File: src/rtl/mesi_pkg.sv
// mesi_pkg: MESI line-state codes, snoop-bus command codes and the miss-controller FSM states.
package mesi_pkg;
  localparam logic [1:0] MESI_I = 2'b00;
  localparam logic [1:0] MESI_S = 2'b01;
  localparam logic [1:0] MESI_E = 2'b10;
  localparam logic [1:0] MESI_M = 2'b11;
  localparam logic [1:0] BUS_NONE = 2'b00;
  localparam logic [1:0] BUS_RD   = 2'b01;
  localparam logic [1:0] BUS_RDX  = 2'b10;
  localparam logic [1:0] BUS_UPGR = 2'b11;
  typedef enum logic [2:0] {IDLE, WB, ARB, RESP, FILL, DONE} miss_state_e;
endpackage

File: src/rtl/mesi_resp_timer.sv
// mesi_resp_timer: loadable down-counter; expired flags the last enabled cycle before reaching zero.
// Only built with MESI_MISS_TIMEOUT_EN, the only configuration that instantiates it.
`ifdef MESI_MISS_TIMEOUT_EN
module mesi_resp_timer #(
  parameter int W = 8
) (
  input  logic         clk,
  input  logic         rst_n,
  input  logic         load,
  input  logic         en,
  input  logic [W-1:0] load_val,
  output logic         expired
);
  logic [W-1:0] cnt_q, cnt_d;
  always_comb cnt_d = load ? load_val : (en && cnt_q != '0) ? cnt_q - W'(1) : cnt_q;
  always_ff @(posedge clk or negedge rst_n)
    if (!rst_n) cnt_q <= '0;
    else cnt_q <= cnt_d;
  assign expired = en && cnt_q == W'(1);
endmodule
`endif

File: src/rtl/mesi_miss_controller.sv
// mesi_miss_controller: sequences writeback, bus request and fill for a cache line's misses and S->M upgrades.
// MESI_MISS_TIMEOUT_EN adds a RESP timeout that sets sticky err and completes without a fill.
module mesi_miss_controller
  import mesi_pkg::*;
#(
  parameter int TAG_WIDTH      = 20,
  parameter int LINE_SIZE      = 32,
  parameter int TIMEOUT_CYCLES = 256,
  localparam int LINE_BITS     = LINE_SIZE*8
) (
  input  logic                 clk,
  input  logic                 rst_n,
  input  logic                 cpu_req_valid,
  input  logic                 cpu_req_write,
  input  logic [TAG_WIDTH-1:0] cpu_req_tag,
  output logic                 cpu_req_ready,
  input  logic [1:0]           line_state,
  input  logic                 line_hit,
  input  logic [LINE_BITS-1:0] line_wb_data,
  input  logic [TAG_WIDTH-1:0] line_wb_tag,
  output logic                 fill_valid,
  output logic [LINE_BITS-1:0] fill_data,
  output logic [TAG_WIDTH-1:0] fill_tag,
  output logic                 fill_exclusive,
  output logic                 bus_req,
  input  logic                 bus_gnt,
  output logic [1:0]           bus_cmd,
  output logic [TAG_WIDTH-1:0] bus_tag,
  input  logic                 bus_shared,
  input  logic                 bus_resp_valid,
  input  logic [LINE_BITS-1:0] bus_resp_data,
  output logic                 mem_wb_valid,
  input  logic                 mem_wb_ready,
  output logic [LINE_BITS-1:0] mem_wb_data,
  output logic [TAG_WIDTH-1:0] mem_wb_tag,
  output logic                 busy,
  output logic                 err
);
  if (TIMEOUT_CYCLES < 2) begin : g_bad_timeout
    $error("TIMEOUT_CYCLES must be at least 2");
  end
  miss_state_e state_q, state_d;
  logic [1:0] cmd_q, cmd_d;
  logic [TAG_WIDTH-1:0] tag_q, tag_d, wb_tag_q, wb_tag_d;
  logic [LINE_BITS-1:0] data_q, data_d, wb_data_q, wb_data_d;
  logic excl_q, excl_d, fill_valid_q, fill_valid_d, ready_q, ready_d;
  logic timeout;
`ifdef MESI_MISS_TIMEOUT_EN
  localparam int TW = $clog2(TIMEOUT_CYCLES);
  logic err_q, err_d;
  mesi_resp_timer #(.W(TW)) u_timer (
    .clk      (clk),
    .rst_n    (rst_n),
    .load     (state_q == ARB),
    .en       (state_q == RESP),
    .load_val (TW'(TIMEOUT_CYCLES - 1)),
    .expired  (timeout)
  );
  always_comb err_d = err_q | (state_q == RESP && !bus_resp_valid && timeout);
  always_ff @(posedge clk or negedge rst_n)
    if (!rst_n) err_q <= 1'b0;
    else err_q <= err_d;
  assign err = err_q;
`else
  assign timeout = 1'b0;
  assign err = 1'b0;
`endif
  // The request is still held during the ready pulse, so IDLE must not re-accept it then.
  always_comb begin
    state_d = state_q;
    cmd_d = cmd_q;
    tag_d = tag_q;
    wb_tag_d = wb_tag_q;
    wb_data_d = wb_data_q;
    data_d = data_q;
    excl_d = excl_q;
    fill_valid_d = state_q == FILL;
    ready_d = state_q == DONE;
    case (state_q)
      IDLE: if (cpu_req_valid && !ready_q) begin
        tag_d = cpu_req_tag;
        cmd_d = cpu_req_write ? BUS_RDX : BUS_RD;
        if (line_hit && !(cpu_req_write && line_state == MESI_S)) state_d = DONE;
        else if (line_hit) begin
          cmd_d = BUS_UPGR;
          state_d = ARB;
        end else if (line_state == MESI_M) begin
          wb_tag_d = line_wb_tag;
          wb_data_d = line_wb_data;
          state_d = WB;
        end else state_d = ARB;
      end
      WB: if (mem_wb_ready) state_d = ARB;
      ARB: if (bus_gnt) state_d = cmd_q == BUS_UPGR ? DONE : RESP;
      RESP: if (bus_resp_valid) begin
        data_d = bus_resp_data;
        excl_d = cmd_q == BUS_RDX || !bus_shared;
        state_d = FILL;
      end else if (timeout) state_d = DONE;
      FILL: state_d = DONE;
      DONE: state_d = IDLE;
      default: state_d = IDLE;
    endcase
  end
  always_ff @(posedge clk or negedge rst_n)
    if (!rst_n) begin
      state_q <= IDLE;
      cmd_q <= BUS_NONE;
      tag_q <= '0;
      wb_tag_q <= '0;
      wb_data_q <= '0;
      data_q <= '0;
      excl_q <= 1'b0;
      fill_valid_q <= 1'b0;
      ready_q <= 1'b0;
    end else begin
      state_q <= state_d;
      cmd_q <= cmd_d;
      tag_q <= tag_d;
      wb_tag_q <= wb_tag_d;
      wb_data_q <= wb_data_d;
      data_q <= data_d;
      excl_q <= excl_d;
      fill_valid_q <= fill_valid_d;
      ready_q <= ready_d;
    end
  assign cpu_req_ready = ready_q;
  assign fill_valid = fill_valid_q;
  assign fill_data = data_q;
  assign fill_tag = tag_q;
  assign fill_exclusive = excl_q;
  assign bus_req = state_q == ARB;
  assign bus_cmd = (state_q == ARB && bus_gnt) ? cmd_q : BUS_NONE;
  assign bus_tag = (state_q == ARB && bus_gnt) ? tag_q : '0;
  assign mem_wb_valid = state_q == WB;
  assign mem_wb_data = wb_data_q;
  assign mem_wb_tag = wb_tag_q;
  assign busy = state_q != IDLE;
endmodule

File: config.mk
export PLATFORM = sky130hd
export DESIGN_NAME = mesi_miss_controller
export DESIGN_NICKNAME = d
export VERILOG_FILES = /design/src/rtl/mesi_pkg.sv /design/src/rtl/mesi_resp_timer.sv /design/src/rtl/mesi_miss_controller.sv
export SDC_FILE = /design/constraint.sdc
export NUM_CORES = 1
export LEC_CHECK = 0
export ABC_AREA = 1
export CORE_AREA = 8 8 441 443
export DETAILED_ROUTE_END_ITERATION = 8
export DIE_AREA = 0 0 449 451
export MAX_ROUTING_LAYER = met4
export PLACE_DENSITY = 0.41
export SLEW_MARGIN = 25
export SYNTH_ARGS = -nofsm -noshare
export SYNTH_HDL_FRONTEND = slang
export SYNTH_SLANG_ARGS = --single-unit
File: constraint.sdc
create_clock -name clk -period 3.3 [get_ports clk]
set_input_delay 0.66 -clock clk [delete_from_list [all_inputs] [get_ports clk]]
set_output_delay 0.66 -clock clk [all_outputs]
set_load 0.01 [all_outputs]
**Cell outlines without signal wires**

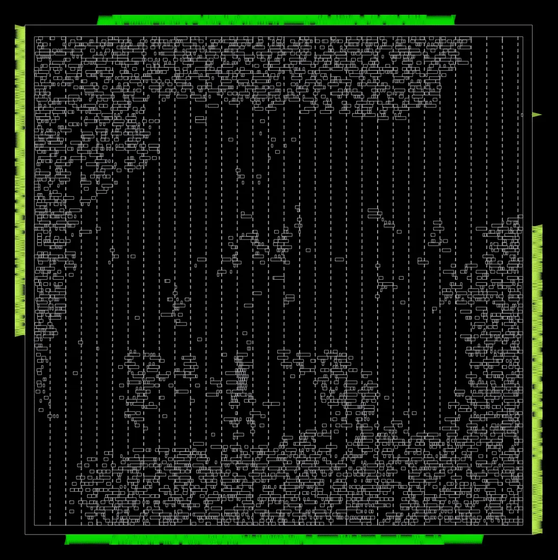
Filler cells: 20800
number of tapcells: 2495
post-route non-filler standard cell count: 6150

**Placement density heat map**

22 x 23 tiles, from dark blue (low) to red (high), 0 to 100% covered.
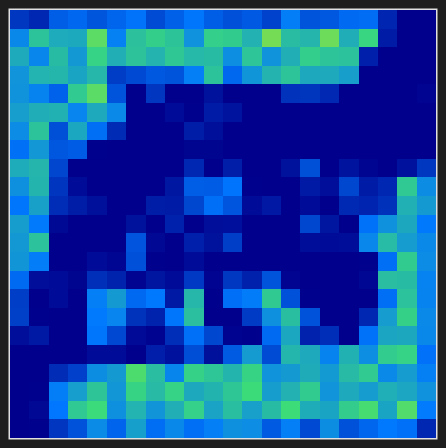
emptiest ninth of the die: center
mean over tiles: 18%
nearly empty tiles: 32%
fullest tile: 57%
Final Util: 20.8%
FP Util: 11.6%
Core ar.: 187000 um2

**Met1 routing**

Drawn at 1 px/um. Supply wires on this layer in gray.
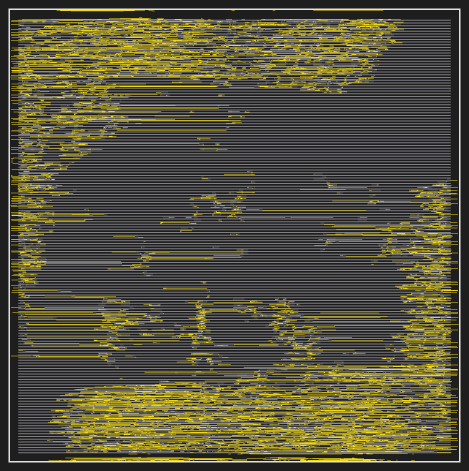
longest straight run: 147 um
wire length on this layer: 59.5 mm

**Port wiring**

Drawn at 1 px/um.
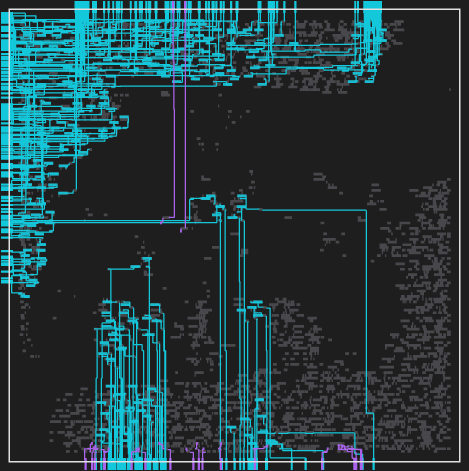
| color | port | direction | edge | end cells | buffers | wire |
|---|---|---|---|---|---|---|
| cyan | `fill_data` | output | 113 west, 88 north, 55 south | 256 | 256 | 23.0 mm |
| purple | `bus_tag` | output | 18 south, 2 north | 20 | 20 | 823 um |

logic make-up after synthesis:
family | count (synthesis)
other | 1
AOI/OAI and AO/OA | 301
and+or+nand+nor | 1138
DFF | 560
buffers and inverters | 437
sequential cells by signal, summed over array words and instances, names as in the netlist:
| signal | count |
|---|---|
| fill_tag | 20 |
| fill_data | 256 |
| state_q | 3 |
| fill_exclusive | 1 |
| mem_wb_data | 256 |
| cpu_req_ready | 1 |
| mem_wb_tag | 20 |
| cmd_q | 2 |
| fill_valid | 1 |
worst register-to-register path: stages (launching register included):
cell and delay, ns:
dfrtp_1 0.50, nand2_1 0.12, nor2_1 0.20, nand2_4 0.18, inv_8 0.11, buf_12 0.16, buf_12 0.37, nand2_1 0.33
nand2_1 0.11
placed cells by master (no fill, tap or decap):
master           netlist  final
inv_2                  1      2
clkinv_4               0      3
nand2_1             1093   1092
buf_6                 29      1
nor3_1                 3      3
clkinv_2               0      9
nand2_4                0      1
clkinvlp_4             0      4
dlygate4sd3_1          0      1
nand3_1                7      6
inv_8                  0      1
inv_6                  0      4
diode_2                0     15
a21oi_1                1      1
clkbuf_16              0     77
nand3_4                0      1
buf_4                  8     25
nor2_4                 0      1
buf_12                 0     27
o21ai_0               46     46
nor2_1                32     30
buf_8                  1      1
inv_1                312    310
clkbuf_8               0     13
o21ai_1              254    254
dfrtp_1              560    560
bufinv_16              0      3
clkinv_16              0      2
nor3_4                 0      1
clkbuf_1              32     17
conb_1                 1      1
nand2_2                1      1
inv_16                 0      3
clkdlybuf4s50_1        0   1137
nor2_2                 1      2
routing by layer:
metal	track usage [%]	share of wire (%)
met2	24.7	50
met3	4.93	7.9
met4	4.16	3.0
met5	-	0
met1	16.6	40
repair_timing:
action,CTS,global route
hold buffers,1,0
endpoints found under the hold margin,36,0
gates resized,4,2
endpoints found under the setup margin,18,13
==> results.tsv <==
stage	metric	value	unit
synth	xor_share	0	%
clock_network	postCtsSetupBuffers	0	
run	warning_count	33	
setup_path	cpPeakStageDelay	0.56	ns
synth	ys.flop_type	dfrtp_1	
placement	port_buffers	1142	
final_timing	finalHoldViolCount	0	
final_timing	max_slew_margin	39.4	%
synth	synth-adder-area-share	0	%
setup_path	endpoint_kind	output port	
pwr	intPower	22.9	mW
final_timing	setup_ws	0.193	ns
final_layout	buffer_area_share	31.3	%
final_layout	final_nets	4147	
setup_path	rr_worst_depth	8	
final_timing	timing.hold.ws	0.475	ns
synth	most_common_cell	nand2_1	
final_layout	comb-cell-share	15.0	%
final_timing	final_max_slew_viol_count	0	
clock_network	cts_buffer_depth	3	
grt	grt_max_degree	134	
synth	synthArstFlopShare	100	%
final_layout	combGateArea	5840	um2
synth	syn_area	21800	um2
setup_path	path_delay_family	buffers and inverters	
setup_path	critPathMaxFanout	22	
final_layout	dominant-cell-class	sequential cells	
pwr	p_leak	17.3	nW
synth	yosys-dominant-comb-family	simple AND/OR/NAND/NOR gates	
final_layout	nClkBuffers	107	
synth	ys_ff	560	
synth	synthCells	2437	
route	drtIter0Drc	1480	
outcome	status	finished, final reports clean	
synth	common_cells	nand2_1 (1093), dfrtp_1 (560), inv_1 (312)	
setup_path	slowest_stage	clkdlybuf4s50_1	
grt	grt_pass1_wl	198000	um
route	antenna_left	0	
placement	place_area	36300	um2
floorplanning	chipWidth	449	um
grt	overflow	0	
synth	ys_types	19	
setup_path	worstSetupPathType	reg -> out	
final_layout	seq_cells	560	
final_timing	post-route-period-util	94.1	%
placement	place_ws	0.402	ns
route	dr.pass1.iters	6	
Power figures rest on the tool's default switching activity, not on a simulated workload.
